==> src/rtl/exception_sequencer_pkg.sv <==
// Shared types and constants for the exception sequencer: FSM state
// encoding, IorD select codes and the exception-priority encoder.
package exception_sequencer_pkg;

   typedef enum logic [2:0] {
      ST_IDLE     = 3'd0,
      ST_CAPTURE  = 3'd1,
      ST_MEM_WAIT = 3'd2,
      ST_LOAD_PC  = 3'd3,
      ST_DONE     = 3'd4
   } exc_state_t;

   localparam logic [2:0] SEL_PC   = 3'b000;
   localparam logic [2:0] SEL_DIV0 = 3'b001;
   localparam logic [2:0] SEL_OVF  = 3'b010;
   localparam logic [2:0] SEL_NOOP = 3'b011;

   // Highest-priority pending exception; SEL_PC means none is pending.
   function automatic logic [2:0] exc_priority(input logic opcode_invalid,
                                               input logic overflow,
                                               input logic div_zero);
      logic [2:0] code;
      code = SEL_PC;
      if (opcode_invalid)
         code = SEL_NOOP;
      else if (overflow)
         code = SEL_OVF;
      else if (div_zero)
         code = SEL_DIV0;
      return code;
   endfunction

endpackage

==> src/rtl/exception_sequencer_if.sv <==
// Signal bundle between main control / datapath and the exception
// sequencer. master = control/datapath side, slave = the sequencer.
interface exception_sequencer_if;

   logic        exc_check;
   logic        overflow;
   logic        div_zero;
   logic        opcode_invalid;
   logic [2:0]  iord_main;
   logic [31:0] PC_out;
   logic [31:0] mem_data_out;
   logic        cause_clr;

   logic [2:0]  IorDControl;
   logic        EPC_write;
   logic [31:0] epc_value;
   logic        PC_write_exc;
   logic [31:0] pc_exc_value;
   logic        exc_busy;
   logic        exc_done;
   logic [31:0] exc_cause;

   modport master (
      output exc_check, overflow, div_zero, opcode_invalid, iord_main,
             PC_out, mem_data_out, cause_clr,
      input  IorDControl, EPC_write, epc_value, PC_write_exc, pc_exc_value,
             exc_busy, exc_done, exc_cause
   );

   modport slave (
      input  exc_check, overflow, div_zero, opcode_invalid, iord_main,
             PC_out, mem_data_out, cause_clr,
      output IorDControl, EPC_write, epc_value, PC_write_exc, pc_exc_value,
             exc_busy, exc_done, exc_cause
   );

endinterface

==> src/rtl/exception_sequencer.sv <==
// Exception sequencer: takes over the IorD address select when an
// exception is qualified, saves EPC, waits MEM_LATENCY cycles for the
// handler-vector byte and loads it into PC.
// Optional feature macro: EXC_CAUSE_REG_EN (latched cause register).
module exception_sequencer
   import exception_sequencer_pkg::*;
#(
   parameter int MEM_LATENCY = 2
) (
   input  logic                  clk,
   input  logic                  reset,
   exception_sequencer_if.slave  bus
);

   // Final wait count; unused when MEM_LATENCY is 0 because CAPTURE
   // then jumps straight to LOAD_PC.
   localparam logic [3:0] LAST_CNT = (MEM_LATENCY == 0) ? 4'd0 : 4'(MEM_LATENCY - 1);

   exc_state_t  r_state;
   logic [3:0]  r_cnt;
   logic [2:0]  r_iord;
   logic [31:0] r_epc;
   logic        r_epc_write;
   logic        r_pc_write;
   logic        r_busy;
   logic        r_done;

   logic [2:0]  w_code;
   logic        w_take;

   assign w_code = exc_priority(bus.opcode_invalid, bus.overflow, bus.div_zero);
   assign w_take = (r_state == ST_IDLE) && bus.exc_check && (w_code != SEL_PC);

   // Sequencer FSM with registered strobes, select code and EPC value
   always_ff @(posedge clk) begin
      if (reset) begin
         r_state     <= ST_IDLE;
         r_cnt       <= 4'd0;
         r_iord      <= SEL_PC;
         r_epc       <= 32'd0;
         r_epc_write <= 1'b0;
         r_pc_write  <= 1'b0;
         r_busy      <= 1'b0;
         r_done      <= 1'b0;
      end else begin
         r_epc_write <= 1'b0;
         r_pc_write  <= 1'b0;
         r_done      <= 1'b0;
         case (r_state)
            ST_IDLE: begin
               if (w_take) begin
                  r_state     <= ST_CAPTURE;
                  r_iord      <= w_code;
                  r_epc       <= bus.PC_out - 32'd4;
                  r_epc_write <= 1'b1;
                  r_busy      <= 1'b1;
               end
            end
            ST_CAPTURE: begin
               r_cnt <= 4'd0;
               if (MEM_LATENCY == 0) begin
                  r_state    <= ST_LOAD_PC;
                  r_pc_write <= 1'b1;
               end else begin
                  r_state <= ST_MEM_WAIT;
               end
            end
            ST_MEM_WAIT: begin
               if (r_cnt == LAST_CNT) begin
                  r_state    <= ST_LOAD_PC;
                  r_cnt      <= 4'd0;
                  r_pc_write <= 1'b1;
               end else begin
                  r_cnt <= r_cnt + 4'd1;
               end
            end
            ST_LOAD_PC: begin
               r_state <= ST_DONE;
               r_iord  <= SEL_PC;
               r_done  <= 1'b1;
            end
            ST_DONE: begin
               r_state <= ST_IDLE;
               r_busy  <= 1'b0;
            end
            default: begin
               r_state <= ST_IDLE;
               r_busy  <= 1'b0;
            end
         endcase
      end
   end

`ifdef EXC_CAUSE_REG_EN
   logic [31:0] r_cause;

   // Cause register: a new capture takes precedence over a clear
   always_ff @(posedge clk) begin
      if (reset)
         r_cause <= 32'd0;
      else if (w_take)
         r_cause <= {29'd0, w_code};
      else if (bus.cause_clr)
         r_cause <= 32'd0;
   end

   assign bus.exc_cause = r_cause;
`else
   assign bus.exc_cause = 32'd0;
`endif

   // Main control owns the address select while idle
   assign bus.IorDControl  = (r_state == ST_IDLE) ? bus.iord_main : r_iord;
   assign bus.EPC_write    = r_epc_write;
   assign bus.epc_value    = r_epc;
   assign bus.PC_write_exc = r_pc_write;
   // Only the low byte of the vector location is the handler address
   assign bus.pc_exc_value = (r_state == ST_LOAD_PC) ? {24'd0, bus.mem_data_out[7:0]} : 32'd0;
   assign bus.exc_busy     = r_busy;
   assign bus.exc_done     = r_done;

endmodule

==> src/flat_wrapper.sv <==
// flat-port wrapper written by rule: the top's interface ports become plain ports
module exception_sequencer_flat import exception_sequencer_pkg::*;
#(
   parameter int MEM_LATENCY = 2
)
  (clk, reset, bus_exc_check, bus_overflow, bus_div_zero, bus_opcode_invalid, bus_iord_main, bus_PC_out, bus_mem_data_out, bus_cause_clr, bus_IorDControl, bus_EPC_write, bus_epc_value, bus_PC_write_exc, bus_pc_exc_value, bus_exc_busy, bus_exc_done, bus_exc_cause);
  exception_sequencer_if bus_i ();
  input  logic clk;
  input  logic reset;
  input wire logic [$bits(bus_i.exc_check)-1:0] bus_exc_check;
  input wire logic [$bits(bus_i.overflow)-1:0] bus_overflow;
  input wire logic [$bits(bus_i.div_zero)-1:0] bus_div_zero;
  input wire logic [$bits(bus_i.opcode_invalid)-1:0] bus_opcode_invalid;
  input wire logic [$bits(bus_i.iord_main)-1:0] bus_iord_main;
  input wire logic [$bits(bus_i.PC_out)-1:0] bus_PC_out;
  input wire logic [$bits(bus_i.mem_data_out)-1:0] bus_mem_data_out;
  input wire logic [$bits(bus_i.cause_clr)-1:0] bus_cause_clr;
  output wire logic [$bits(bus_i.IorDControl)-1:0] bus_IorDControl;
  output wire logic [$bits(bus_i.EPC_write)-1:0] bus_EPC_write;
  output wire logic [$bits(bus_i.epc_value)-1:0] bus_epc_value;
  output wire logic [$bits(bus_i.PC_write_exc)-1:0] bus_PC_write_exc;
  output wire logic [$bits(bus_i.pc_exc_value)-1:0] bus_pc_exc_value;
  output wire logic [$bits(bus_i.exc_busy)-1:0] bus_exc_busy;
  output wire logic [$bits(bus_i.exc_done)-1:0] bus_exc_done;
  output wire logic [$bits(bus_i.exc_cause)-1:0] bus_exc_cause;
  assign bus_i.exc_check = bus_exc_check;
  assign bus_i.overflow = bus_overflow;
  assign bus_i.div_zero = bus_div_zero;
  assign bus_i.opcode_invalid = bus_opcode_invalid;
  assign bus_i.iord_main = bus_iord_main;
  assign bus_i.PC_out = bus_PC_out;
  assign bus_i.mem_data_out = bus_mem_data_out;
  assign bus_i.cause_clr = bus_cause_clr;
  assign bus_IorDControl = bus_i.IorDControl;
  assign bus_EPC_write = bus_i.EPC_write;
  assign bus_epc_value = bus_i.epc_value;
  assign bus_PC_write_exc = bus_i.PC_write_exc;
  assign bus_pc_exc_value = bus_i.pc_exc_value;
  assign bus_exc_busy = bus_i.exc_busy;
  assign bus_exc_done = bus_i.exc_done;
  assign bus_exc_cause = bus_i.exc_cause;
  exception_sequencer #(.MEM_LATENCY(MEM_LATENCY)) u_core (.clk(clk), .reset(reset), .bus(bus_i));
endmodule
==> config.mk <==
export PLATFORM = sky130hd
export DESIGN_NAME = exception_sequencer_flat
export DESIGN_NICKNAME = d
export VERILOG_FILES = /design/src/rtl/exception_sequencer_pkg.sv /design/src/rtl/exception_sequencer_if.sv /design/src/rtl/exception_sequencer.sv /design/src/flat_wrapper.sv
export SDC_FILE = /design/constraint.sdc
export NUM_CORES = 1
export LEC_CHECK = 0
export CAP_MARGIN = 20
export CORE_ASPECT_RATIO = 2
export CORE_MARGIN = 5
export CORE_UTILIZATION = 33
export DETAILED_ROUTE_END_ITERATION = 6
export PLACE_DENSITY = 0.77
export SLEW_MARGIN = 5
export SYNTH_ARGS = -nofsm -noshare
export SYNTH_HDL_FRONTEND = slang
export SYNTH_SLANG_ARGS = --single-unit
==> constraint.sdc <==
create_clock -name clk -period 1.7 [get_ports clk]
set_input_delay 0.34 -clock clk [delete_from_list [all_inputs] [get_ports clk]]
set_output_delay 0.34 -clock clk [all_outputs]
set_load 0.02 [all_outputs]
Figure 1. Where the registers sit.
(6 px per um) Other sequential cells in the stronger grey, the rest of the logic in the fainter grey.
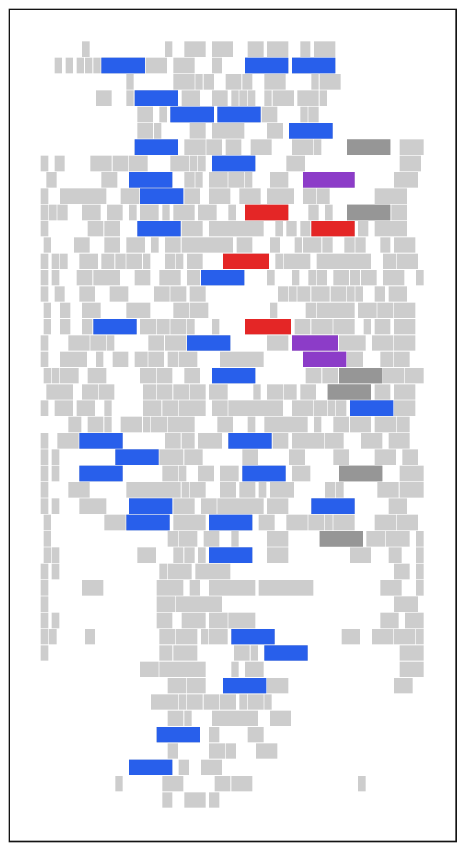
netlist name	colour	sequential cells
u_core.r_cnt	red	4
u_core.r_state	purple	3
u_core.bus.epc_value	blue	32
not coloured	6

Figure 2. Port wiring.
(4 px per um)
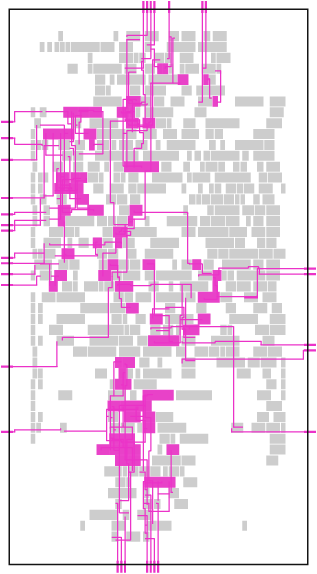
port	colour	bits	direction	end cells	wire
bus_PC_out	magenta	32	input	66	1,790 um

Figure 3. Cell placement.
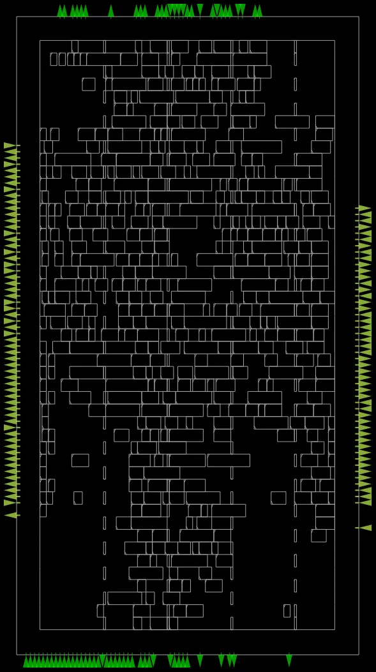
Std-Cell Rows: 47
CORE AREA: 8170 sq um
fin cells: 573
Seq/total area: 21.1%

Figure 4. Wiring heat map.
(4 px per um) The die is cut into 15 by 28 equal tiles; dark blue is low, red is high, scaled to the fullest tile. Values are wire area over tile area, all layers added.
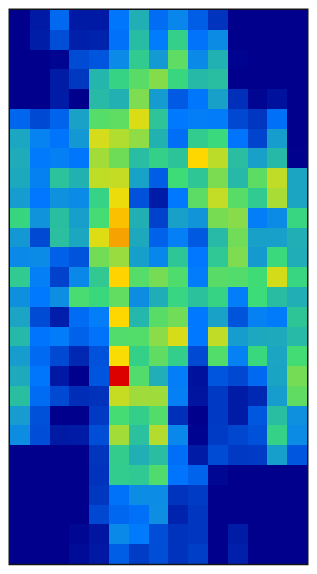
tiles over half the peak	17%
nearly empty tiles	20%
emptiest ninth of the die	south-west
fullest tile	0.50
mean over tiles	0.14

Figure 5. Wiring by layer.
(4 px per um) Only two layers are drawn.
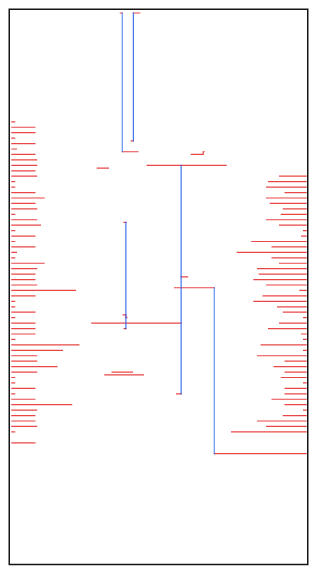
layer	colour	wire length
metal 4	blue	192 um
metal 3	red	771 um

==> run summary <==
P_sw: 1.23 mW
Top layer in use: met4
Final Hold Viols: 0
Slowest CP cell: dfxtp_2
R2R Path Start: u_core.r_cnt[0]
Clock buf/inv share: 3.40%
Status: finished, violations left
Count of multi-input combinational gates: 257
Largest net degree at the start of global routing: 28
WL/cell: 14.9 um
Routed WL: 8520 um
Setup crit start kind: flip-flop
Worst path top cell family by delay: flip-flops
Chip Area, Yosys: 2720 sq um
Combinational power share: 36.8%
Final Net Count: 551
R2r endpoint: u_core.r_cnt[2]
Fin. max-slew vios: 0
Ys cells: 320
Design Area, Final: 4310 sq um
Area fraction in mux cells: 1.24%
Placer Congestion: 0.828
Initial DRC Count: 78
Hold EP: u_core.bus.epc_value[8]
# DRC: 0
DIE WIDTH: 74.2 um
Commonest flop: dfxtp_1
Post-route setup TNS: -0.0344 ns
First-pass GRT wire length: 13,200 um
Largest stage delay on the critical path: 0.33 ns
Buffering overhead: 32.4%
WL met2: 4780 um
Total die size: 10,300 sq um
Non-clock inverter count: 4
Distinct lib cells used: 41
Synth Area in Simple Gates: 24.3%
Fin util: 52.7%
P per Cell Area: 828 nW/um^2
Number of CTS-inserted buffers: 5
Via/cell ratio: 4.77
Critical path endpoint: bus_IorDControl[1]
CP arrival: 1.38 ns
Area growth, synth to finish: 58.2%
Final hold slack: 0.394 ns
Post_cts resized: 110
Compound Share, Synth: 12.6%
Vias in the first global route: 2,809
# Taps: 98
Worst hold start: bus_PC_out[8]
Fa+ha+maj area frac: 1.38%
Post-route setup slack: -0.0174 ns
Sequential fraction of the synthesis area: 33.1%
Clk. pwr: 987 uW
Flop area: 908 sq um
FP Util: 33.3%
CTS H-tree lvls: 2
P_seq: 1.26 mW
CTS Hold Bufs: 0
Crit Path Class: reg -> out
Max VDD drop: 0.528 mV
Failing checks: setup timing
CP endpoint kind: primary output
XOR-XNOR Cells, Area Fraction: 7.40%
MaxCap Viol Count: 0
Levels on crit path: 4
Diode count: 0
Endpoints failing setup: 2
==> tightest hold or removal path, stage by stage <==
cell and delay, ns:
dlymetal6s2s_1 0.14, o21ai_0 0.07, a311oi_1 0.08
==> synth_stat cells (6+ instances only) <==
cell | count | share of area, %
or3_1 | 7 | 1.6
nand3_1 | 6 | 1.1
nand2_1 | 11 | 1.5
buf_4 | 56 | 15
nor2_1 | 49 | 6.8
a211oi_1 | 23 | 6.3
a21oi_1 | 9 | 1.7
nor3_1 | 11 | 2.0
o21ai_0 | 7 | 1.3
dfxtp_1 | 45 | 33
xnor2_1 | 18 | 5.8
and2_1 | 10 | 2.3
==> layer usage <==
metal  up-vias  global-route usage [%]
met5         -                       0
met4         0                    6.00
met3        12                    3.78
met2       130                    30.8
met1      1283                    15.5
li1       1310                       -
Power is estimated from default activity; no workload was simulated.
